<file path="src/rtl/countdown_timer_pkg.sv">
`default_nettype none
// ============================================================================
// Module   : countdown_timer_pkg
// Purpose  : State encoding, seven-segment table and width helper for the timer
// Revision : 1.0
// ============================================================================
package countdown_timer_pkg;

   localparam logic [1:0] c_idle  = 2'd0;
   localparam logic [1:0] c_run   = 2'd1;
   localparam logic [1:0] c_pause = 2'd2;
   localparam logic [1:0] c_done  = 2'd3;

   localparam logic [0:6] c_blank = 7'b1111111;

   // Segments a..g, active low; entry 0 is the first row listed.
   localparam logic [0:15][0:6] c_seg_table = {
      7'b0000001, 7'b1001111, 7'b0010010, 7'b0000110,
      7'b1001100, 7'b0100100, 7'b0100000, 7'b0001111,
      7'b0000000, 7'b0000100, 7'b0001000, 7'b1100000,
      7'b0110001, 7'b1000010, 7'b0110000, 7'b0111000
   };

   function automatic int unsigned ceil_log2(input int unsigned value);
      int unsigned w;
      w = 0;
      for (int i = 0; i < 32; i++) begin
         if ((64'd1 << i) < 64'(value)) begin
            w = i + 1;
         end
      end
      return w;
   endfunction

endpackage
`default_nettype wire

</file>
<file path="src/rtl/countdown_timer_hex7seg.sv">
`default_nettype none
// ============================================================================
// Module   : hex7seg
// Purpose  : Combinational 4-bit to active-low seven-segment decode
// Revision : 1.0
// ============================================================================
module hex7seg
   import countdown_timer_pkg::*;
(
   input  logic [3:0] i_digit,
   output logic [0:6] o_seg
);

   assign o_seg = c_seg_table[i_digit];

endmodule
`default_nettype wire

</file>
<file path="src/rtl/countdown_timer.sv">
`default_nettype none
// ============================================================================
// Module   : countdown_timer
// Purpose  : Prescaled 4-bit countdown with pause, done pulse and blinking hex
// Revision : 1.0
// ============================================================================
module countdown_timer
   import countdown_timer_pkg::*;
#(
   parameter int unsigned TICK_DIV = 50000000
)(
   input  logic       clk,
   input  logic       rst,
   input  logic       load,
   input  logic [3:0] load_val,
   input  logic       run,
   output logic [3:0] count,
   output logic       done,
   output logic       expired,
   output logic [0:6] hex
);

   localparam int unsigned      c_pw        = ceil_log2(TICK_DIV);
   localparam logic [c_pw-1:0]  c_presc_max = c_pw'(TICK_DIV - 1);

   logic [1:0]      r_state;
   logic [1:0]      w_state_nxt;
   logic [c_pw-1:0] r_presc;
   logic [3:0]      r_count;
   logic            r_blink;
   logic            r_done;
   logic [0:6]      r_hex;
   logic [0:6]      w_seg;
   logic            w_counting;
   logic            w_tick;
   logic            w_last;

   always_ff @(posedge clk) begin
      if (rst) begin
         r_state <= c_idle;
      end else begin
         r_state <= w_state_nxt;
      end
   end

   always_comb begin
      w_state_nxt = r_state;
      if (load) begin
         w_state_nxt = c_idle;
      end else begin
         case (r_state)
            c_idle:  if (run && (r_count != 4'd0)) w_state_nxt = c_run;
            c_run: begin
               if (w_tick && (r_count == 4'd1)) w_state_nxt = c_done;
               else if (!run)                   w_state_nxt = c_pause;
            end
            c_pause: if (run) w_state_nxt = c_run;
            c_done:  w_state_nxt = c_done;
            default: w_state_nxt = c_idle;
         endcase
      end
   end

   always_comb begin
      w_counting = (r_state == c_run) || (r_state == c_done);
      w_tick     = w_counting && (r_presc == c_presc_max);
      w_last     = (r_state == c_run) && w_tick && (r_count == 4'd1);
      expired    = (r_state == c_done);
   end

   // Load wins over ticking; the prescaler freezes outside RUN/DONE.
   always_ff @(posedge clk) begin
      if (rst) begin
         r_presc <= '0;
         r_count <= 4'd0;
         r_blink <= 1'b0;
         r_done  <= 1'b0;
      end else if (load) begin
         r_presc <= '0;
         r_count <= load_val;
         r_blink <= 1'b0;
         r_done  <= 1'b0;
      end else begin
         r_done <= w_last;
         if (w_counting) begin
            r_presc <= w_tick ? '0 : r_presc + 1'b1;
         end
         if ((r_state == c_run) && w_tick && (r_count != 4'd0)) begin
            r_count <= r_count - 4'd1;
         end
         if ((r_state == c_done) && w_tick) begin
            r_blink <= ~r_blink;
         end
      end
   end

   hex7seg u_hex7seg (
      .i_digit (r_count),
      .o_seg   (w_seg)
   );

   always_ff @(posedge clk) begin
      if (rst) begin
         r_hex <= c_seg_table[0];
      end else begin
         r_hex <= ((r_state == c_done) && r_blink) ? c_blank : w_seg;
      end
   end

   assign count = r_count;
   assign done  = r_done;
   assign hex   = r_hex;

endmodule
`default_nettype wire

</file>
<file path="config.mk">
export PLATFORM = sky130hd
export DESIGN_NAME = countdown_timer
export DESIGN_NICKNAME = d
export VERILOG_FILES = /design/src/rtl/countdown_timer_pkg.sv /design/src/rtl/countdown_timer_hex7seg.sv /design/src/rtl/countdown_timer.sv
export SDC_FILE = /design/constraint.sdc
export NUM_CORES = 1
export LEC_CHECK = 0
export CELL_PAD_IN_SITES_DETAIL_PLACEMENT = 0
export CELL_PAD_IN_SITES_GLOBAL_PLACEMENT = 1
export CORE_MARGIN = 5
export CORE_UTILIZATION = 42
export CTS_BUF_LIST = sky130_fd_sc_hd__clkbuf_4 sky130_fd_sc_hd__clkbuf_8 sky130_fd_sc_hd__clkbuf_16
export DETAILED_ROUTE_END_ITERATION = 10
export GPL_TIMING_DRIVEN = 0
export PLACE_DENSITY = 0.75
export RECOVER_POWER = 50
export SLEW_MARGIN = 20
export SYNTH_ARGS = -nofsm -noshare
export SYNTH_HDL_FRONTEND = slang
export SYNTH_SLANG_ARGS = --single-unit
</file>
<file path="constraint.sdc">
create_clock -name clk -period 3 [get_ports clk]
set_input_delay 0.75 -clock clk [delete_from_list [all_inputs] [get_ports clk]]
set_output_delay 0.75 -clock clk [all_outputs]
set_load 0.05 [all_outputs]
</file>
==> CHANGELOG.md <==
### Metrics

* Setup violation total in the final timing report at 0
* Synthesized Nets at 263
* Post-route clock skew at 0.00689 ns
* Initial antenna violation count at 0
* Registers, synthesis at 41
* Power group with the largest share: sequential cells
* Fraction of area in clock buffers and inverters at 0.0494
* Post-detailed-placement cell area at between 2000 and 2500 µm²
* Library cell with the highest instance count after synthesis: sky130_fd_sc_hd__dfxtp_1
* Max FFs per register at 26
* Floorplan row count at 25
* Mapped Avg Cell Area at around 8 µm²
* Fraction of standard cell area in multi-input logic at 0.463
* Accumulated negative setup slack at 0 ns
* Launch point of the critical path: r_presc[0]$_SDFFE_PP0P_
* Final standard cell area without fillers at ~2400 µm²
* Gate power share at 0.116
* Seq_cells at 41
* Cell-internal power at about 880 µW
* Worst hold slack after final layout at 0.485 ns
* Tap cell count at 67
* Count of mapped cells out of synthesis at 248
* Main area contributors: sky130_fd_sc_hd__dfxtp_1, sky130_fd_sc_hd__xor2_1, sky130_fd_sc_hd__nor2_1, sky130_fd_sc_hd__nand2_1, sky130_fd_sc_hd__ha_1
* H-Tree Level Count at 2
* Grt ovf at 0
* Number of OpenROAD warnings at 30
* Die Outline Area at 6340 µm²
* Share of flip-flops with an asynchronous set or reset after synthesis at 0
* Placed cell count at 334
* Basic Gates by Area at 0.283
* CP Capture Point: r_presc[17]$_SDFFE_PP0P_
* Number of signal-net buffers in the layout at 32
* Combinational cell power at 135 µW
* Num Clock Sinks at 41
* Clock buffer count in the final layout at 7
* Final period util at 0.842
* MI comb area at around 1100 µm²
* Area share, top type at 0.403
* Min Tclk post-route at approximately 2.5 ns
* Vert. Die Dim at roughly 80 µm
* Clock input transition at the sequential cells of the worst setup and hold paths at 0.08 ns
* Hold Path Depth at 2
* End point of the most critical hold path: r_presc[1]$_SDFFE_PP0P_
* Starting DRC count in detailed routing at 59
* Critical hold path startpoint: r_presc[1]$_SDFFE_PP0P_
* CTS tree: done
* Distinct cell type count after synthesis at 42
* Hpwl dp at 3240 µm
* Max Transition Viols Final at 0
* Root buf cell: sky130_fd_sc_hd__clkbuf_8
* Clock-net power at 473 µW
* Register-to-register path setup slack at between 0.4 and 0.5 ns
* Static leakage power at 0.000863 µW
* Number of hold buffers added after CTS at 0
* Detailed-router iteration count before antenna repair at 4
* RSZ-0062 raised after global routing: false
* Area-dominant class: multi-input combinational cells
* Post_cts resized at 0
* Average detailed-routed wire length per instance at approximately 13 µm
* Outcome: finished, final reports clean
* Launching element type of the critical path: flip-flop
* Number of filler instances in the final layout at 476
* Max transition margin at 0.462
* Reg with most FFs: r_presc
* WP data required at 3.18 ns
* XOR/XNOR share of the synthesized area at 0.0990
* MI comb cells at 183
* Net switching share of the total power at 0.246
* Capturing point of the worst reg2reg path: r_presc[17]$_SDFFE_PP0P_
* Core outline area at 4720 µm²
* Post-synthesis chip area from yosys at between 2000 and 2500 µm²
* Most common cell after layout, fill and taps aside: sky130_fd_sc_hd__dfxtp_1
==> worst max-delay path, cell delays in order (launching register included) <==
cell	delay (ns)
sky130_fd_sc_hd__dfxtp_1	0.38
sky130_fd_sc_hd__ha_1	0.20
sky130_fd_sc_hd__nand3_1	0.15
sky130_fd_sc_hd__or2_1	0.25
sky130_fd_sc_hd__clkbuf_1	0.21
sky130_fd_sc_hd__or3_1	0.38
sky130_fd_sc_hd__clkbuf_1	0.21
sky130_fd_sc_hd__nand2_1	0.28
sky130_fd_sc_hd__buf_2	0.28
sky130_fd_sc_hd__nor2_1	0.07
==> layer usage <==
metal	share of wire	global-route usage
met2	0.45	0.250
met1	0.51	0.202
met5	0	0
met3	0.032	0.0406
met4	0.010	0.0515
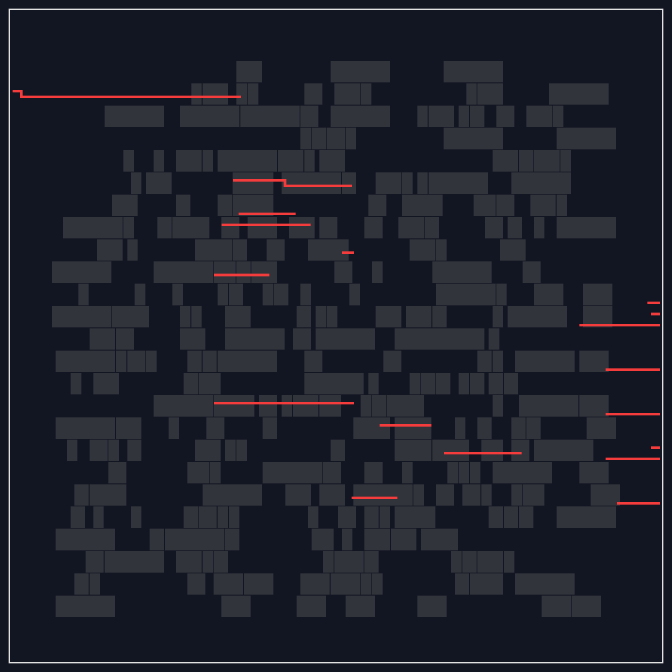
layer_met3.png
nets with wire on the layer: 14
main direction: horizontal
share of all routed wire: 3.2%
routing usage on met3: 0.0406
via count: 1,761
Routed WL: 4420 µm

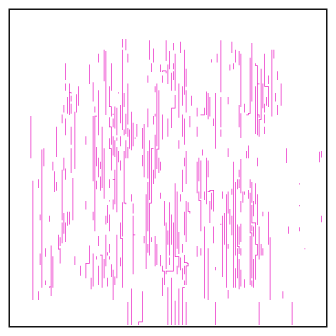
layer_met2.png
main direction: vertical
longest straight run: 34.7 µm
share of all routed wire: 45%
met2 track utilization from global routing: 0.250

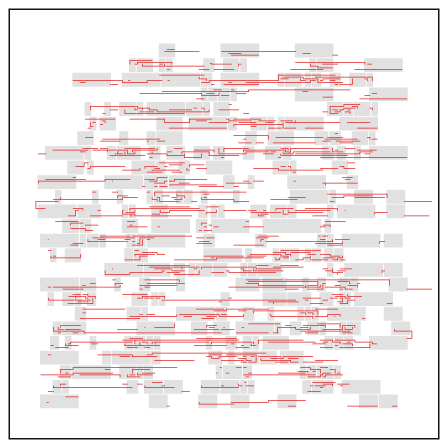
layer_met1.png
main direction: horizontal
share of all routed wire: 51%
nets with wire on the layer: 265
wire length on this layer: 2,250 µm
longest straight run: 25.5 µm

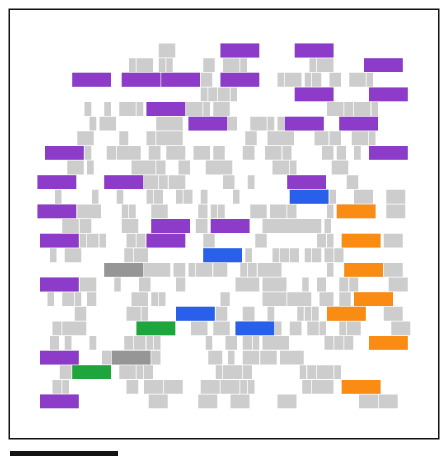
flops_by_reg.png
The bar under the picture is 20 µm long. Other sequential cells in the stronger grey, the rest of the logic in the fainter grey.
[purple] r_presc | placed flops: 26
[green] r_state | placed flops: 2
[blue] count | placed flops: 4
[orange] hex | placed flops: 7
not coloured: 2
register cell area after layout: 821 µm²
power of the sequential group: 562 µW
share of the final layout cell area in sequential cells: 0.337
Final Core Density: 0.515

Power is estimated from default activity; no workload was simulated.
